### I/O nets highlighted, run 1

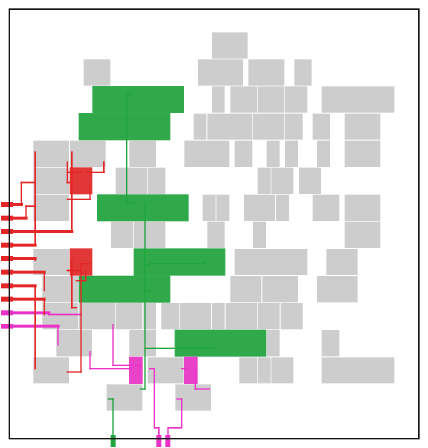
### Gate-type map, run 1

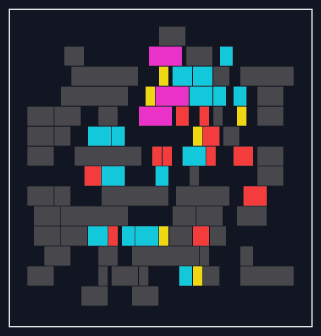
### Placed cells, one color a class, run 1

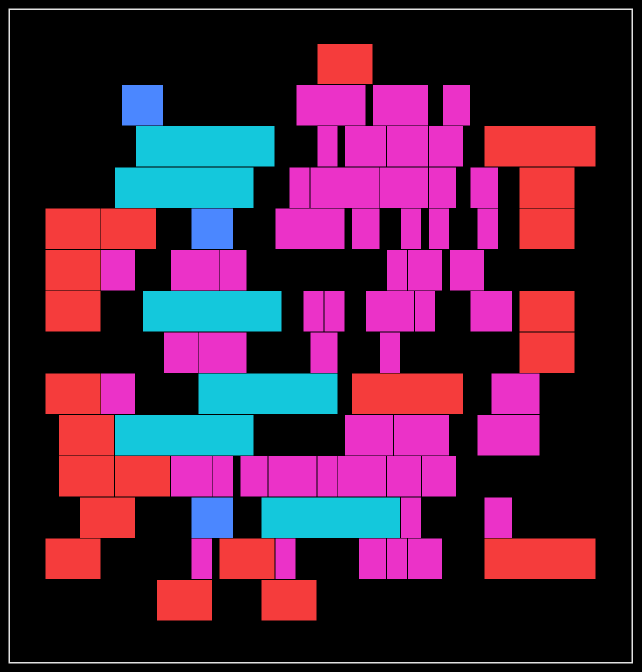
==> config.mk <==
export PLATFORM = sky130hd
export DESIGN_NAME = clause_variable_sequencer
export DESIGN_NICKNAME = d
export VERILOG_FILES = /design/src/rtl/clause_pkg.sv /design/src/rtl/lsb_priority_encoder.sv /design/src/rtl/variables_detector.sv /design/src/rtl/clause_variable_sequencer.sv
export SDC_FILE = /design/constraint.sdc
export NUM_CORES = 1
export LEC_CHECK = 0
export CAP_MARGIN = 0
export CORE_AREA = 2 2 39 41
export DETAILED_ROUTE_END_ITERATION = 8
export DIE_AREA = 0 0 41 43
export MAX_ROUTING_LAYER = met4
export PLACE_DENSITY_LB_ADDON = 0.12
export SLEW_MARGIN = 20
export SYNTH_ARGS = -nofsm -noshare
export SYNTH_HDL_FRONTEND = slang
export SYNTH_SLANG_ARGS = --single-unit
==> constraint.sdc <==
create_clock -name clk -period 2.5 [get_ports clk]
set_clock_uncertainty 0.1 [all_clocks]
set_input_delay 0.5 -clock clk [delete_from_list [all_inputs] [get_ports clk]]
set_output_delay 0.5 -clock clk [all_outputs]
set_load 0.05 [all_outputs]
==> results.py <==
# Metrics from the implementation run
metrics = {
    "power_and_ir_drop": {
        "pwr-share-clk": 0.102,
        "p_sw_frac": 0.481,
        "total_power_mw": 0.846,
        "p_sw_mw": 0.407,
        "comb_power_share": 0.668,
        "p_seq_frac": 0.230,
        "p_leak_nw": 0.309,
        "cellPowerDensity_nw_per_um2": 1110,
        "ir_drop_mv": 0.516,
        "p_int_mw": 0.439,
    },
    "sta": {
        "max-slew-margin-rel": 0.674,
        "period_used_share": 0.969,
        "finalSetupTns_ns": 0,
        "setup_violations": 0,
        "max_freq_ghz": 0.413,
        "rsz0062_at_grt": "no",
        "slew_violations": 0,
        "period_minus_slack_ns": 2.42,
        "tightest_slew_ns": 0.488,
        "hold_viol": 0,
    },
    "critical_path": {
        "r2r_slack_ns": 0.53,
        "crit_type": "register to output port",
        "end_kind": "output port",
        "arrival_ns": 1.82,
        "reg2regPathDepth": 6,
        "crit_required_ns": 1.90,
        "crit_path_max_fanout": 7,
        "critPathLaunchType": "register",
    },
    "clock_network": {
        "cts-htree-levels": 1,
        "clock-sinks": 6,
        "cts_buffers": 3,
        "postCtsResizedCells": 0,
        "path_clk_slew_ns": 0.04,
        "hold_buffers": 0,
        "clk_latency_ns": 0.24,
        "post-cts-setup-buffer-count": 0,
        "cts-root-buf": "clkbuf_4",
        "cts_buffer_depth": 2,
        "cts_tree": "done",
    },
    "yosys": {
        "syn_area_um2": 484,
        "syn_nets": 78,
        "ys_ff": 6,
        "async_reset_ff_frac": 1.00,
        "syn_avg_cell_area_um2": 8.21,
        "ys_types": 27,
        "edf_count": 0,
        "yosys_warnings": 0,
        "ys_chip_area_um2": 484,
        "ff_type": "dfrtp_1",
        "ys_cells": 59,
        "synth_cells": 59,
        "postSynthSeqShare": 0.310,
    },
    "global_route": {
        "track_usage": 0.159,
        "grt_overflow": 0,
        "grt_max_degree": 13,
        "grt_pass1_wl_um": 1850,
        "antenna_found_initial": 0,
        "grt_pass1_vias": 470,
    },
    "final_layout": {
        "final_cell_mix": "clkdlybuf4s50_1, inv_1, dfrtp_1",
        "drive_above_1_share": 0.0976,
        "n_fill_cell": 133,
        "antenna_cells": 0,
        "syn2layout_area_growth_pct": 57.6,
        "fin_nets": 103,
    },
    "die": {
        "rows": 14,
        "die_h_um": 43,
        "core_area_um2": 1380,
        "fp_util": 0.350,
        "chipArea_um2": 1760,
        "dieWidth_um": 41,
    },
    "drt": {
        "ant_nets": 0,
        "firstDrtPassIters": 4,
        "vias_per_cell": 5.27,
        "num_vias": 516,
        "drt_iter0_drc": 6,
        "wl_per_cell_um": 11.6,
        "drt-total-wl_um": 1140,
        "drc": 0,
    },
    "place": {
        "dp_cells": 95,
        "place_hpwl_um": 961,
        "gp_congestion": 0.715,
    },
    "job": {
        "max_cap_viol_count": 0,
        "warnings": 28,
    },
    "run_status": {
        "outcome": "complete, no violations",
    },
    "hold_path": {
        "min_path_type": "input port to asynchronous set/reset pin",
    },
}
Notes on 'I/O nets highlighted' above:
`in_boolean_coefficients`: drawn in magenta, direction input, end cells 2, buffers 4, wire 42.9 um. `in_integer_coefficients`: drawn in red, direction input, end cells 2, buffers 8, wire 86.8 um. `reset_n`: drawn in green, direction input, end cells 6, buffers 1, wire 49.3 um.
port bufs: 21
I/O Pins: 22

Notes on 'Gate-type map' above:
adder and majority cells: drawn in magenta, cells 3, most used ha_1. inverters: drawn in yellow, cells 6, most used inv_1. inverting AOI/OAI gates: drawn in cyan, cells 15, most used a21oi_1. NAND gates: drawn in red, cells 11, most used nand2_1.
fin cells: 98
logic share of the area: 0.403
Commonest Layout Cell: clkdlybuf4s50_1

Notes on 'Placed cells, one color a class' above:
cells driving clock nets: drawn in blue, cells 3, share of their area 3.0%. all other logic: drawn in magenta, cells 52, share of their area 44%. other buffers and delay cells: drawn in red, cells 21, share of their area 32%. flip-flops: drawn in cyan, cells 6, share of their area 20%.
cell area after layout: 763 um^2
Layout Utilization: 0.552

[run 1: final cells by class]
type | count | area [um^2] | area share
Clock buffer | 3 | 22.5 | 0.0295
Inverter | 6 | 22.5 | 0.0295
Multi-Input combinational cell | 46 | 308 | 0.403
Sequential cell | 6 | 150 | 0.197
Tap cell | 16 | 20.0 | 0.0262
Timing Repair Buffer | 21 | 240 | 0.315
[run 1: metrics by stage]
step | setup WS (ns) | util | hold slack (ns) | area [um^2]
floorplan | 0.148 | - | 0.104 | 484
global placement | 0.355 | 0.535 | 0.496 | 741
detailed placement | 0.332 | 0.535 | 0.492 | 741
CTS | 0.0744 | 0.552 | 0.399 | 763
global route | 0.00814 | 0.552 | 0.419 | 763
finish | 0.0787 | 0.552 | 0.399 | 763
[run 1: Yosys cell counts, drive strengths merged, types with 2 or more instances]
master / count / area (um^2)
a221o: 2 / 20.0
nand2b: 3 / 21.3
inv: 6 / 22.5
o31ai: 2 / 15.0
nor4: 2 / 12.5
o41ai: 2 / 17.5
o21ai: 2 / 10.0
nand2: 5 / 18.8
nor2b: 3 / 18.8
dfrtp: 6 / 150
ha: 3 / 37.5
nor2: 6 / 25.0
a21oi: 5 / 25.0
[run 1: metal layers]
layer  wire (um)  GRT usage  vias to the layer above
li1            -          -                      265
met1         530      0.206                      229
met2         532      0.228                       20
met3          59     0.0157                        2
met4          14      0.100                        0
met5           0          -                        -
[run 1: logic make-up after synthesis]
logic type,synth area share
buffers and inverters,0.0543
xor gates and xnor gates,0.0181
DFF,0.310
AOI/OAI and AO/OA,0.274
and+or+nand+nor,0.266
adders and majority gates,0.0775
[run 1: power groups by stage]
stage	clock network, mW	registers [mW]	logic [mW]
floorplan	0	0.183	0.394
global placement	0	0.195	0.560
detailed placement	0	0.196	0.565
CTS	0.0916	0.194	0.565
global route	0.0951	0.201	0.617
finish	0.0861	0.194	0.565
[run 1: critical path, stage by stage (launching register included)]
cell,delay [ns]
dfrtp_1,0.38
inv_1,0.10
ha_1,0.27
clkdlybuf4s50_1,0.84
No activity file was given, so power comes from the tool's default toggle rates.
